$ cat src/rtl/universal_reg_if.sv
// Bundle of operation-select inputs and register outputs for universal_reg.
// The master drives controls and data; the slave returns the register state.
interface universal_reg_if #(
    parameter int WIDTH = 8
);
    logic             en;
    logic [2:0]       mode;
    logic [WIDTH-1:0] d;
    logic             sin;
    logic [WIDTH-1:0] q;
    logic [WIDTH-1:0] nq;
    logic             sout;
    logic             wrap;

    modport master (
        output en, mode, d, sin,
        input  q, nq, sout, wrap
    );

    modport slave (
        input  en, mode, d, sin,
        output q, nq, sout, wrap
    );
endinterface

$ cat src/rtl/universal_reg.sv
// Edge-triggered WIDTH-bit register with hold/load/shift/rotate/count modes,
// complementary output, registered serial-out and a one-cycle count-wrap pulse.
module universal_reg #(
    parameter int              WIDTH     = 8,
    parameter logic [31:0]     RESET_VAL = 32'd0
) (
    input  logic      clk,
    input  logic      rst,
    universal_reg_if.slave bus
);
    typedef enum logic [2:0] {
        MODE_HOLD = 3'b000,
        MODE_LOAD = 3'b001,
        MODE_SHR  = 3'b010,
        MODE_SHL  = 3'b011,
        MODE_ROR  = 3'b100,
        MODE_ROL  = 3'b101,
        MODE_INC  = 3'b110,
        MODE_DEC  = 3'b111
    } mode_t;

    localparam logic [WIDTH-1:0] RESET_Q = RESET_VAL[WIDTH-1:0];
    localparam logic [WIDTH-1:0] ONE     = {{(WIDTH-1){1'b0}}, 1'b1};

    logic [WIDTH-1:0] q_r;
    logic             sout_r;
    logic             wrap_r;
    mode_t            mode_sel;

    assign mode_sel = mode_t'(bus.mode);

    // wrap defaults low every edge so it can only ever be a single-cycle pulse.
    always_ff @(posedge clk) begin
        if (rst) begin
            q_r    <= RESET_Q;
            sout_r <= 1'b0;
            wrap_r <= 1'b0;
        end else begin
            wrap_r <= 1'b0;
            if (bus.en) begin
                case (mode_sel)
                    MODE_HOLD: q_r <= q_r;
                    MODE_LOAD: q_r <= bus.d;
                    MODE_SHR: begin
                        q_r    <= {bus.sin, q_r[WIDTH-1:1]};
                        sout_r <= q_r[0];
                    end
                    MODE_SHL: begin
                        q_r    <= {q_r[WIDTH-2:0], bus.sin};
                        sout_r <= q_r[WIDTH-1];
                    end
                    MODE_ROR: begin
                        q_r    <= {q_r[0], q_r[WIDTH-1:1]};
                        sout_r <= q_r[0];
                    end
                    MODE_ROL: begin
                        q_r    <= {q_r[WIDTH-2:0], q_r[WIDTH-1]};
                        sout_r <= q_r[WIDTH-1];
                    end
                    MODE_INC: begin
                        q_r    <= q_r + ONE;
                        wrap_r <= &q_r;
                    end
                    MODE_DEC: begin
                        q_r    <= q_r - ONE;
                        wrap_r <= ~|q_r;
                    end
                    default: q_r <= q_r;
                endcase
            end
        end
    end

    assign bus.q    = q_r;
    assign bus.nq   = ~q_r;
    assign bus.sout = sout_r;
    assign bus.wrap = wrap_r;
endmodule

$ cat src/flat_wrapper.sv
// flat-port wrapper written by rule: the top's interface ports become plain ports
module universal_reg_flat 
#(
    parameter int              WIDTH     = 8,
    parameter logic [31:0]     RESET_VAL = 32'd0
)
  (clk, rst, bus_en, bus_mode, bus_d, bus_sin, bus_q, bus_nq, bus_sout, bus_wrap);
  universal_reg_if #(.WIDTH(WIDTH)) bus_i ();
  input  logic clk;
  input  logic rst;
  input wire logic [$bits(bus_i.en)-1:0] bus_en;
  input wire logic [$bits(bus_i.mode)-1:0] bus_mode;
  input wire logic [$bits(bus_i.d)-1:0] bus_d;
  input wire logic [$bits(bus_i.sin)-1:0] bus_sin;
  output wire logic [$bits(bus_i.q)-1:0] bus_q;
  output wire logic [$bits(bus_i.nq)-1:0] bus_nq;
  output wire logic [$bits(bus_i.sout)-1:0] bus_sout;
  output wire logic [$bits(bus_i.wrap)-1:0] bus_wrap;
  assign bus_i.en = bus_en;
  assign bus_i.mode = bus_mode;
  assign bus_i.d = bus_d;
  assign bus_i.sin = bus_sin;
  assign bus_q = bus_i.q;
  assign bus_nq = bus_i.nq;
  assign bus_sout = bus_i.sout;
  assign bus_wrap = bus_i.wrap;
  universal_reg #(.WIDTH(WIDTH), .RESET_VAL(RESET_VAL)) u_core (.clk(clk), .rst(rst), .bus(bus_i));
endmodule
$ cat config.mk
export PLATFORM = sky130hd
export DESIGN_NAME = universal_reg_flat
export DESIGN_NICKNAME = d
export VERILOG_FILES = /design/src/rtl/universal_reg_if.sv /design/src/rtl/universal_reg.sv /design/src/flat_wrapper.sv
export SDC_FILE = /design/constraint.sdc
export NUM_CORES = 1
export LEC_CHECK = 0
export CORE_MARGIN = 2
export CORE_UTILIZATION = 50
export DETAILED_ROUTE_END_ITERATION = 12
export PLACE_DENSITY = 0.86
export SLEW_MARGIN = 10
export SYNTH_ARGS = -nofsm -noshare
export SYNTH_HDL_FRONTEND = slang
export SYNTH_SLANG_ARGS = --single-unit
$ cat constraint.sdc
create_clock -name clk -period 3.7 [get_ports clk]
set_input_delay 0.74 -clock clk [delete_from_list [all_inputs] [get_ports clk]]
set_output_delay 0.74 -clock clk [all_outputs]
set_load 0.005 [all_outputs]
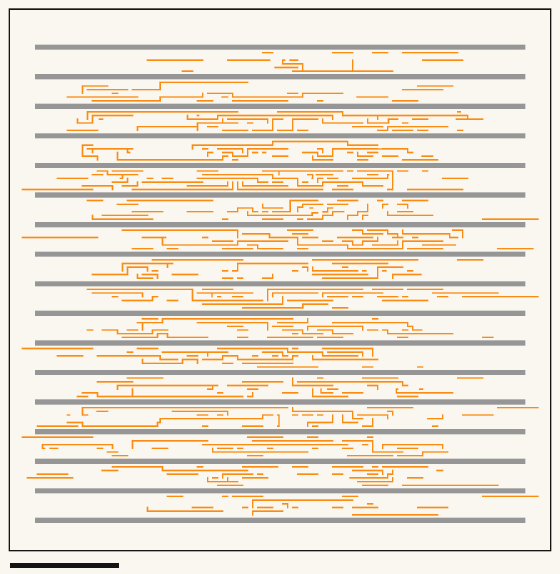
Figure 1: run 1, M1 wires.
The bar under the picture is 10 µm long. Supply wires on this layer in gray.
169 nets have wire on it. The longest straight run is 18.9 µm. The layer carries 1340 µm of wire. The layer holds 42% of the routed length.

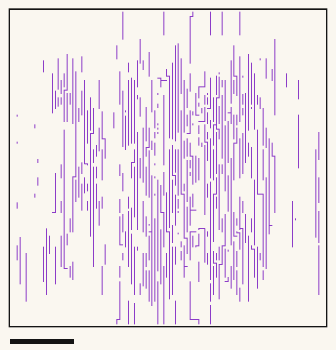
Figure 2: run 1, metal 2.
The bar under the picture is 10 µm long.
The layer holds 46% of the routed length. 163 nets have wire on it. The layer carries 1470 µm of wire. The wires run mostly vertical. The longest straight run is 21.8 µm.

==> impl_metrics.toml, run 1 <==
# generated from flow reports
[global_routing]
grt_antenna_before_repair = 0
overflow = 0

[yosys]
top_area_frac = 0.1921
synthCells = 147
synth.area.mux_share = 0.05882
yosys_most_used_dff = "dfxtp_1"
ys_cells = 147
avgSynthCellArea_um2 = 7.090
synth-seq-cells = 10
synth_top_cell_by_area = "dfxtp_1"
ys_warn_count = 0
ys_top_logic_family = "AND-OR/OR-AND gates"
top_cell = "a21oi_1"
edf_count = 0
aoi_share = 0.3193
ys_seq_frac = 0.1921
ys_area_um2 = 1042

[critical_path]
slowest_delay_ns = 0.50
cp-end-kind = "flop"
endpoint = "u_core.bus.q[4]"
arrival_ns = 2.82
cp_slowest_cell = "clkdlybuf4s50_1"
start_kind = "input port"
crit_start = "bus_mode[2]"
worstPathRequired_ns = 3.89
worst_r2r_path_depth = 5
path_depth = 9
path_class = "input port to flop"
critPathTopFamily = "simple AND/OR/NAND/NOR gates"
crit_buf_inv = 1

[place]
io_buffer_count = 32
pre_cts_ws_ns = 0.8502
dpl.hpwl_um = 2246

[power]
ir_drop_uv = 151.0
p_leak_uw = 0.0004785
power_uw = 351.9

[cells_and_area]
utilization = 0.7047
final_area_um2 = 1383
dominant_cells = "combinational gates"
areaGrowthSynthToFinish_pct = 32.65
final_cell_mix = "clkdlybuf4s50_1 (32), a21oi_1 (12), nand2_1 (10), nor2_1 (10), dfxtp_1 (10)"
logic_area_um2 = 742.0
num_antenna_cells = 0
nets = 190
ff_count = 10
fill_cells = 190
lay_top_count = "clkdlybuf4s50_1"
seq_area_um2 = 200.2
drive_above_1_share = 0.08140
num-nonclk-inverters = 9
instances_no_fill = 199

[outcome]
status = "finished clean"

[final_timing]
worst_slew_pin_slew_ns = 0.5827
maxSlewViolCount = 0
setup_tns_ns = 0
rsz0062_at_grt = "false"
holdWs_ns = 0.5250
period_needed_ns = 2.624
slew_headroom = 0.6103

[route]
drtAntennaViolNets = 0
drtPass1Iterations = 4
drc = 0
vias_per_cell = 6.648

[die]
n_tap_cell = 27
die_width_um = 49.66
initial_core_util = 0.5313
die_y_um = 49.66
core_um2 = 1962

[cts]
clk_latency_ns = 0.27
cts_made_buffers = 3
ctsHoldBuffers = 0
post_cts_resize_count = 0
cts_buffer_depth = 2

[worst_hold_path]
holdPathEnd = "u_core.bus.sout"
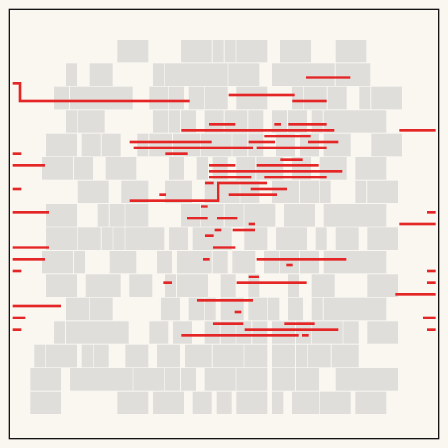
Figure 3: run 1, M3 wires.
Cells faint in the background.
The layer carries 280 µm of wire. 47 nets have wire on it. The layer holds 8.7% of the routed length. The longest straight run is 19.5 µm. The wires run mostly horizontal.

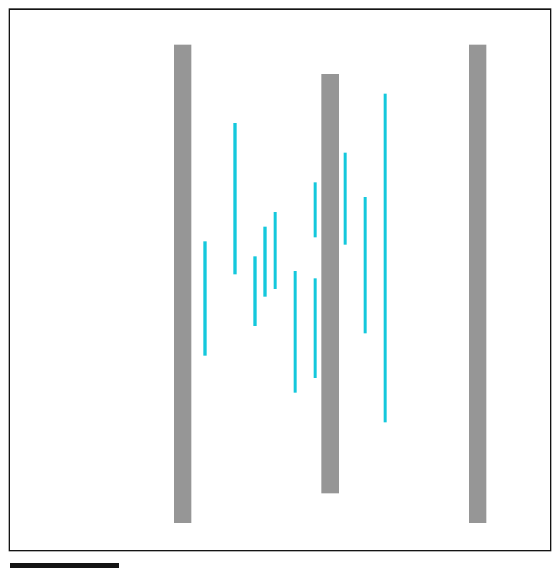
Figure 4: run 1, M4 wires.
The bar under the picture is 10 µm long. Supply wires on this layer in gray.
The wires run mostly vertical. The layer carries 118 µm of wire. The longest straight run is 29.9 µm. 11 nets have wire on it.

## run 1: power breakdown
group | leakage (µW) | internal [µW] | switching [µW] | total, µW
Sequential | 0.0000820 | 115 | 19.9 | 135
Clock | 0.0000138 | 37.7 | 41.6 | 79.3
Combinational | 0.000383 | 73.9 | 63.4 | 137
## run 1: per-layer routing
layer	wire, µm	global-route usage	vias up
met4	117	0.1296	0
met3	280	0.03333	22
li1	-	-	606
met1	1341	0.3377	596
met5	0	0	-
met2	1473	0.4689	99
## run 1: registers in the layout, summed over array words and instances (netlist names)
signal           count
u_core.bus.q         8
u_core.bus.sout      1
u_core.bus.wrap      1
==> run 2, diff against run 1 <==
--- a/config.mk
+++ b/config.mk
@@ -6,9 +6,9 @@
 export NUM_CORES = 1
 export LEC_CHECK = 0
 export CORE_MARGIN = 2
-export CORE_UTILIZATION = 50
+export CORE_UTILIZATION = 46
 export DETAILED_ROUTE_END_ITERATION = 12
-export PLACE_DENSITY = 0.86
+export PLACE_DENSITY = 0.8
 export SLEW_MARGIN = 10
 export SYNTH_ARGS = -nofsm -noshare
 export SYNTH_HDL_FRONTEND = slang
==> constraint.sdc (replaced) <==
create_clock -name clk -period 2.7 [get_ports clk]
set_input_delay 0.54 -clock clk [delete_from_list [all_inputs] [get_ports clk]]
set_output_delay 0.54 -clock clk [all_outputs]
set_load 0.005 [all_outputs]
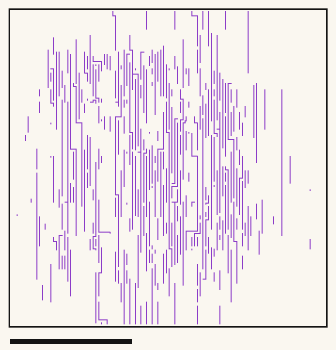
Figure 5: run 2, metal 2.
The bar under the picture is 20 µm long.
The layer carries 1540 µm of wire. The longest straight run is 24.5 µm.

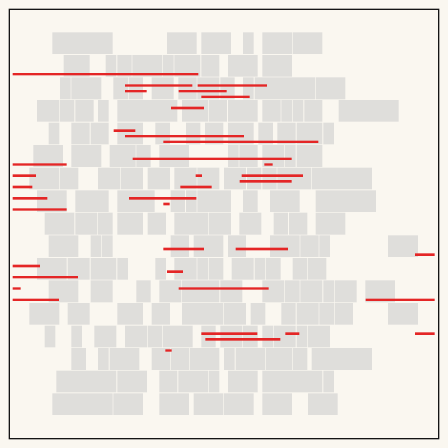
Figure 6: run 2, M3 wires.
Cells faint in the background.
The wires run mostly horizontal. 29 nets have wire on it. The longest straight run is 22.1 µm. The layer carries 223 µm of wire.

==> impl_metrics.toml, run 2 <==
# generated from flow reports
[outcome]
status = "finished clean"

[cts]
cts_tree = "done"
cts_buffer_depth = 2
clk_latency_ns = 0.27
post_cts_resize_count = 0
cts_made_buffers = 3
ctsHoldBuffers = 0

[yosys]
yosys_most_used_dff = "dfxtp_1"
synth-seq-cells = 10
ys_cells = 147
async_reset_ff_frac = 0
edf_count = 0
synth-xor-area-share = 0.02521
synthCells = 147
synthTopCellsByCount = "a21oi_1 (12), clkbuf_1 (10), dfxtp_1 (10), nand2_1 (10), nor2_1 (10)"
synth_top_cell_by_area = "dfxtp_1"
synth.area.mux_share = 0.05882
ys_seq_frac = 0.1921
avgSynthCellArea_um2 = 7.090
top_area_frac = 0.1921
ys_warn_count = 0
ys_top_logic_family = "AND-OR/OR-AND gates"
ys_area_um2 = 1042
aoi_share = 0.3193
top_cell = "a21oi_1"

[critical_path]
worstPathRequired_ns = 2.86
path_class = "input port to flop"
crit_buf_inv = 1
start_kind = "input port"
path_depth = 9
worst_r2r_path_depth = 5
arrival_ns = 2.42
crit_start = "bus_mode[2]"
critPathTopFamily = "simple AND/OR/NAND/NOR gates"
endpoint = "u_core.bus.q[4]"
cp-end-kind = "flop"
cp_slowest_cell = "clkdlybuf4s50_1"
slowest_delay_ns = 0.50

[power]
top_power_group = "combinational logic"
seq-power_uw = 185
ir_drop_uv = 265.8
clockNetworkPower_uw = 143
p_int_uw = 347.0
power_frac_seq = 0.354
p_comb_frac = 0.372
p_switching_uw = 174.7
swShare = 0.3349
power_uw = 521.8
p_leak_uw = 0.0005137
clkPwrFrac = 0.274
combinationalPower_uw = 194

[die]
die_width_um = 51.60
fp-row-count = 17
die_y_um = 51.60
core_um2 = 2170
initial_core_util = 0.4804
ios = 33

[global_routing]
grt_use_met1 = 0.3339
globalRoute.busiestLayer = "met2"
grt_pass1_vias = 1181
grt_antenna_before_repair = 0
met3_usage = 0.05172
overflow = 0
grt_pass1_wl_um = 5395
grtUsageMet2 = 0.4487

[route]
wirelength_um = 3213
drtAntennaViolNets = 0
vias_per_cell = 6.213
drtPass1Iterations = 4
met1_length_um = 1400
wl_met2_um = 1536
wl_per_cell_um = 15.52
dr_wl_met3_um = 223
drc = 0
top_layer = "met4"

[final_timing]
finalClockPeriodUsage = 0.8365
period_needed_ns = 2.259
rsz0062_at_grt = "false"
setup_tns_ns = 0
worst_slew_pin_slew_ns = 0.4797
maxSlewViolCount = 0
slew_headroom = 0.6775
fin_ws_ns = 0.4415

[job]
warnings = 26
maxCapViolations = 0

[cells_and_area]
areaGrowthSynthToFinish_pct = 38.41
lay_top_count = "clkdlybuf4s50_1"
largest_reg_flops = 8
final_cell_mix = "clkdlybuf4s50_1 (32), a21oi_1 (12)"
nets = 196
num_antenna_cells = 0
drive_above_1_share = 0.1173
fill_cells = 199

[worst_hold_path]
holdPathEnd = "u_core.bus.sout"
hold_path.class = "flop to flop"

[place]
dpl.hpwl_um = 2316
pre_cts_ws_ns = 0.1843
io_buffer_count = 32
==> run 2: stage by stage <==
step	hold WS [ns]	instance area, µm²	util	cells
after floorplan	0.5072	1042	-	147
final	0.5227	1443	0.6649	207
after CTS	0.5250	1443	0.6649	207
after global routing	0.5582	1443	0.6649	207
after detailed placement	0.5147	1406	0.6482	203
after global placement	0.5047	1406	0.6482	203
==> run 2: cell type report <==
type	instances	area, µm²	share of cell area
multi-input combinational	114	742.0	0.5143
timing repair buffer	42	395.4	0.2741
sequential	10	200.2	0.1388
clock buffer	4	36.28	0.02515
tap	28	35.03	0.02428
inverter	9	33.78	0.02342
==> run 2: worst min-delay path: cells and delay by family, from the launching register on <==
kind / cells / cell delay [ns]
flops: 1 / 0.32
compound gates: 2 / 0.16
No activity file was given, so power comes from the tool's default toggle rates.
